==> run_1/final_clocks.png <==
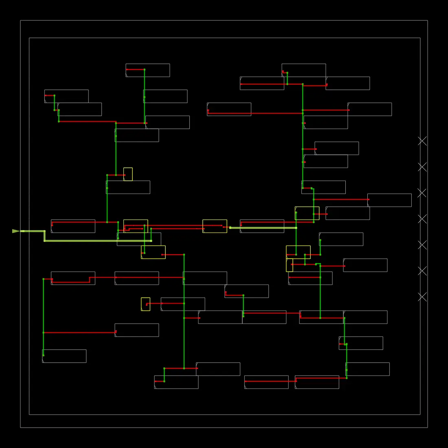
==> run_1/registers.png <==
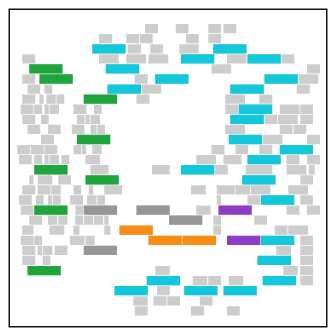
==> run_1/metal_stack.png <==
The bar under the picture is 20 microns long.
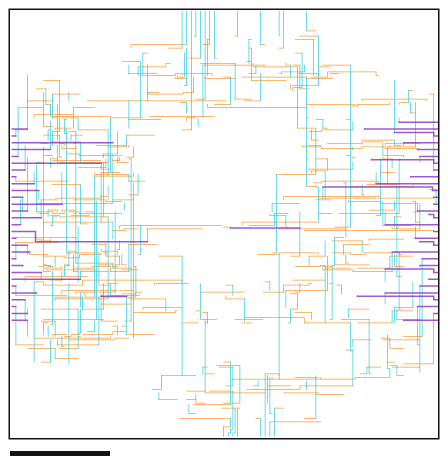
==> run_1/clock_map.png <==
The bar under the picture is 20 microns long.
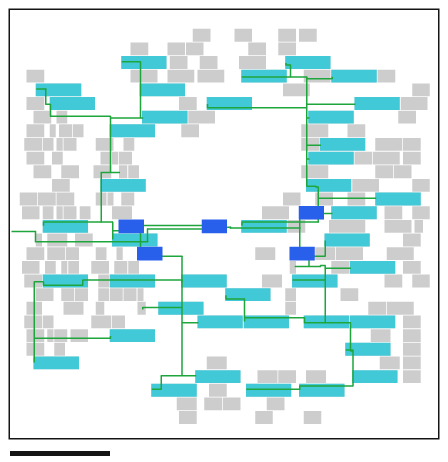
Design tile_rom_arbiter, sky130hd; sources not shown.
==> reports/results.txt, run 1 <==
Worst Path Arrival: 1.46 ns
TritonRoute pass-1 iters: 6
vias: 1,200
post-detailed-route DRC marker count: 7
DP HPWL: 2710 microns
Worst Slack Setup Final: 0.0591 ns
CTS resizes: 13
Routed WL per cell: 13.3 microns
ant diodes: 0
Max-area cell share: 60.7%
site row count: 29
post-CTS setup buffer count: 1
minimum clock period: 1.84 ns
worst min path class: primary input to async pin
yosys stat chip area: 1690 sq um
worst vdd ir: 0.396 mV
area fraction in mux cells: 20.0%
Log Warnings: 26
Filler cells: 643
RSZ-0062 raised after global routing: false
dominant cell type by area after synthesis: dfrtp_1
number of enable flip-flop cells: 0
run status: complete, but fails checks
Max Fclk: 543 MHz
Logic pwr share: 31.5%
routability cong.: 0.775
initial antenna violation count: 0
combinational power: 707 uW
total power: 2250 uW
max-slew violations: 0
internal reg-to-reg setup slack: 0.80 ns
Switching Share: 32.7%
violated checks: design-rule violations
core footprint: 6460 sq um
Flop pwr share: 44.1%
type of origin of the critical path: flip-flop
Main logic family: multiplexers
chip area: 7270 sq um
I/O pin count: 80
Post-Syn Area: 1690 sq um
Setup TNS Final: 0 ns
Notes on final_clocks.png above:
Clock Power: 549 uW
Clock Skew: 0.00316 ns
CTS Sinks: 41

Notes on registers.png above:
colour	signal	sequential cells
purple	`o_valid`	2
orange	`tag_id`	3
cyan	`o_data`	24
green	`o_rom_address`	8
Seq. pwr: 992 uW
Seq/total area: 38.3%
post-layout util: 41.5%

Notes on metal_stack.png above:
colour	layer	wire length
orange	met1	1,830 microns
purple	met3	375 microns
cyan	met2	1,530 microns
total track usage: 10.7%
DRT Wirelength: 3730 microns

Notes on clock_map.png above:
[cyan] flip-flops | count: 41
[blue] cells driving clock nets | count: 5
[green] clock wires | length: 522 microns
routed clock nets	6
flops lie	all over the die
clock latency on the worst-skew pair: 0.28 ns
Clock power frac: 24.4%

[run 1: metal layers]
layer | wire (microns) | vias up | GRT usage [%]
met3 | 374 | 0 | 4.28
met2 | 1530 | 63 | 15.9
met1 | 1830 | 560 | 15.2
li1 | - | 577 | -
met4 | 0 | 0 | 1.32
met5 | 0 | - | 0
[run 1: logic make-up (layout without fill, tap and decap cells)]
| group | Yosys count | after routing |
|---|---|---|
| buffers and inverters | 9 | 98 |
| multiplexers | 24 | 24 |
| AND/OR/NAND/NOR | 20 | 20 |
| flip-flops | 41 | 41 |
| AND-OR/OR-AND | 20 | 20 |
[run 1: through the flow]
stage	utilization [%]	hold slack (ns)	area [sq um]	std cells
after floorplan	-	0.0844	1690	114
after global routing	41.5	0.0316	2680	280
after global placement	39.9	0.332	2580	270
after CTS	41.5	0.0233	2680	280
final	41.5	0.0137	2680	280
after detailed placement	40.2	0.334	2590	271
[run 1: cells in the final DEF (no fill, tap or decap), types with 5 or more instances in the layout]
cell | synthesis | routed
nor2b_1 | 9 | 9
mux2_4 | 18 | 18
mux2_1 | 6 | 6
nor2_1 | 8 | 8
clkdlybuf4s50_1 | 0 | 75
a211oi_1 | 8 | 8
o22ai_1 | 8 | 8
buf_6 | 6 | 7
clkbuf_8 | 0 | 5
dfrtp_1 | 41 | 41
[run 1: layout make-up]
| type | count | area, sq um | share of cell area (%) |
|---|---|---|---|
| plain buffers | 7 | 72.6 | 2.71 |
| clock buffers | 6 | 72.6 | 2.71 |
| clock inverters | 2 | 10.0 | 0.373 |
| inverters | 2 | 7.51 | 0.280 |
| multi-input cells | 64 | 586 | 21.8 |
| flip-flops and latches | 41 | 1030 | 38.3 |
| well taps | 77 | 96.3 | 3.59 |
| repair buffers | 81 | 811 | 30.2 |
==> run_1/pins.png <==
Pins as bars across the die edge, other pins in grey.
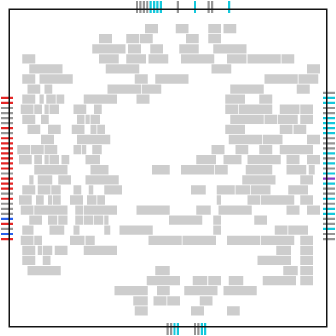

## Run 2: what changed since run 1
--- a/config.mk
+++ b/config.mk
@@ -11,7 +11,8 @@
 export CTS_CLUSTER_SIZE = 12
 export DETAILED_ROUTE_END_ITERATION = 8
 export GPL_TIMING_DRIVEN = 0
-export PLACE_DENSITY = 0.53
+export PLACE_DENSITY = 0.54
 export SYNTH_ARGS = -nofsm -noshare
 export SYNTH_HDL_FRONTEND = slang
+export SYNTH_HIERARCHICAL = 1
 export SYNTH_SLANG_ARGS = --single-unit
==> run_2/pins.png <==
Pins as bars across the die edge, other pins in grey.
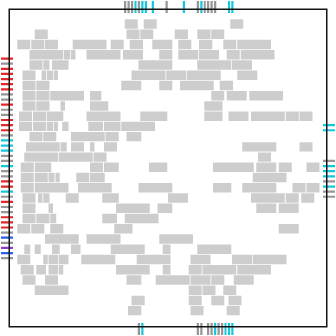
colour	port	pins	direction	edge
blue	`i_req`	2	input	west
cyan	`o_data`	24	output	8 north, 6 east, 5 south, 5 west
red	`i_addr`	16	input	west
purple	`i_rst_n`	1	input	west
all pins by edge	40 west, 18 north, 12 south, 10 east
Die Wd: 84.0 microns
port bufs: 79
Die H: 84.0 microns

==> reports/results.txt, run 2 <==
Switching Share: 29.6%
core footprint: 6350 sq um
Flop pwr share: 42.1%
Routed WL per cell: 13.8 microns
initial antenna violation count: 0
Post-Syn Area: 1640 sq um
placed cells: 260
DP HPWL: 2680 microns
yosys stat chip area: 1640 sq um
TritonRoute pass-1 iters: 3
type of origin of the critical path: primary input
worst min path class: primary input to async pin
run status: complete, no violations
non-filler cells in the finished layout: 268
Worst Slack Setup Final: 0.0271 ns
minimum clock period: 1.87 ns
Logic pwr share: 27.5%
area fraction in mux cells: 26.1%
total power: 2350 uW
number of enable flip-flop cells: 0
Setup TNS Final: 0 ns
RSZ-0062 raised after global routing: false
run 2: repair_timing:
item                       in CTS  in global routing
gates cloned                    0                  0
resized                         9                  8
pin swaps                       0                  0
setup buffers                   0                  0
hold buffers                    0                  0
setup endpoints to repair       3                  7
run 2: area by class of cell:
type / count / area (sq um) / area share [%]
Sequential cell: 41 / 1030 / 38.8
Timing Repair Buffer: 79 / 792 / 30.0
Multi-Input combinational cell: 55 / 539 / 20.4
Tap cell: 77 / 96.3 / 3.64
Clock buffer: 7 / 86.3 / 3.27
Buffer: 6 / 66.3 / 2.51
Clock inverter: 1 / 30.0 / 1.14
Inverter: 2 / 7.51 / 0.284
run 2: worst register-to-register path, cell delays in order (launching register included):
cell and delay, ns:
dfrtp_1 0.37, inv_1 0.06, a21boi_0 0.22, buf_4 0.25, mux2i_1 0.23, a21oi_1 0.09
run 2: logic make-up (layout without fill, tap and decap cells):
| family | count (synthesis) | after routing |
|---|---|---|
| flip-flops | 41 | 41 |
| multiplexers | 33 | 33 |
| AND-OR/OR-AND | 11 | 11 |
| AND/OR/NAND/NOR | 11 | 11 |
| buffers and inverters | 8 | 95 |
run 2: layer usage:
layer	routed length, microns	vias to the layer above	GRT usage, %
met1	1440	551	12.7
met5	0	-	0
met3	439	9	5.93
met4	76	0	5.37
met2	1730	55	16.6
li1	-	523	-
run 2: power groups by stage:
stage	clock network [uW]	logic, uW	registers, uW
after floorplan	0	148	1240
after global placement	0	652	1000
after detailed placement	0	658	1010
after CTS	751	657	992
after global routing	777	679	1000
final	716	647	990
No activity file was given, so power comes from the tool's default toggle rates.
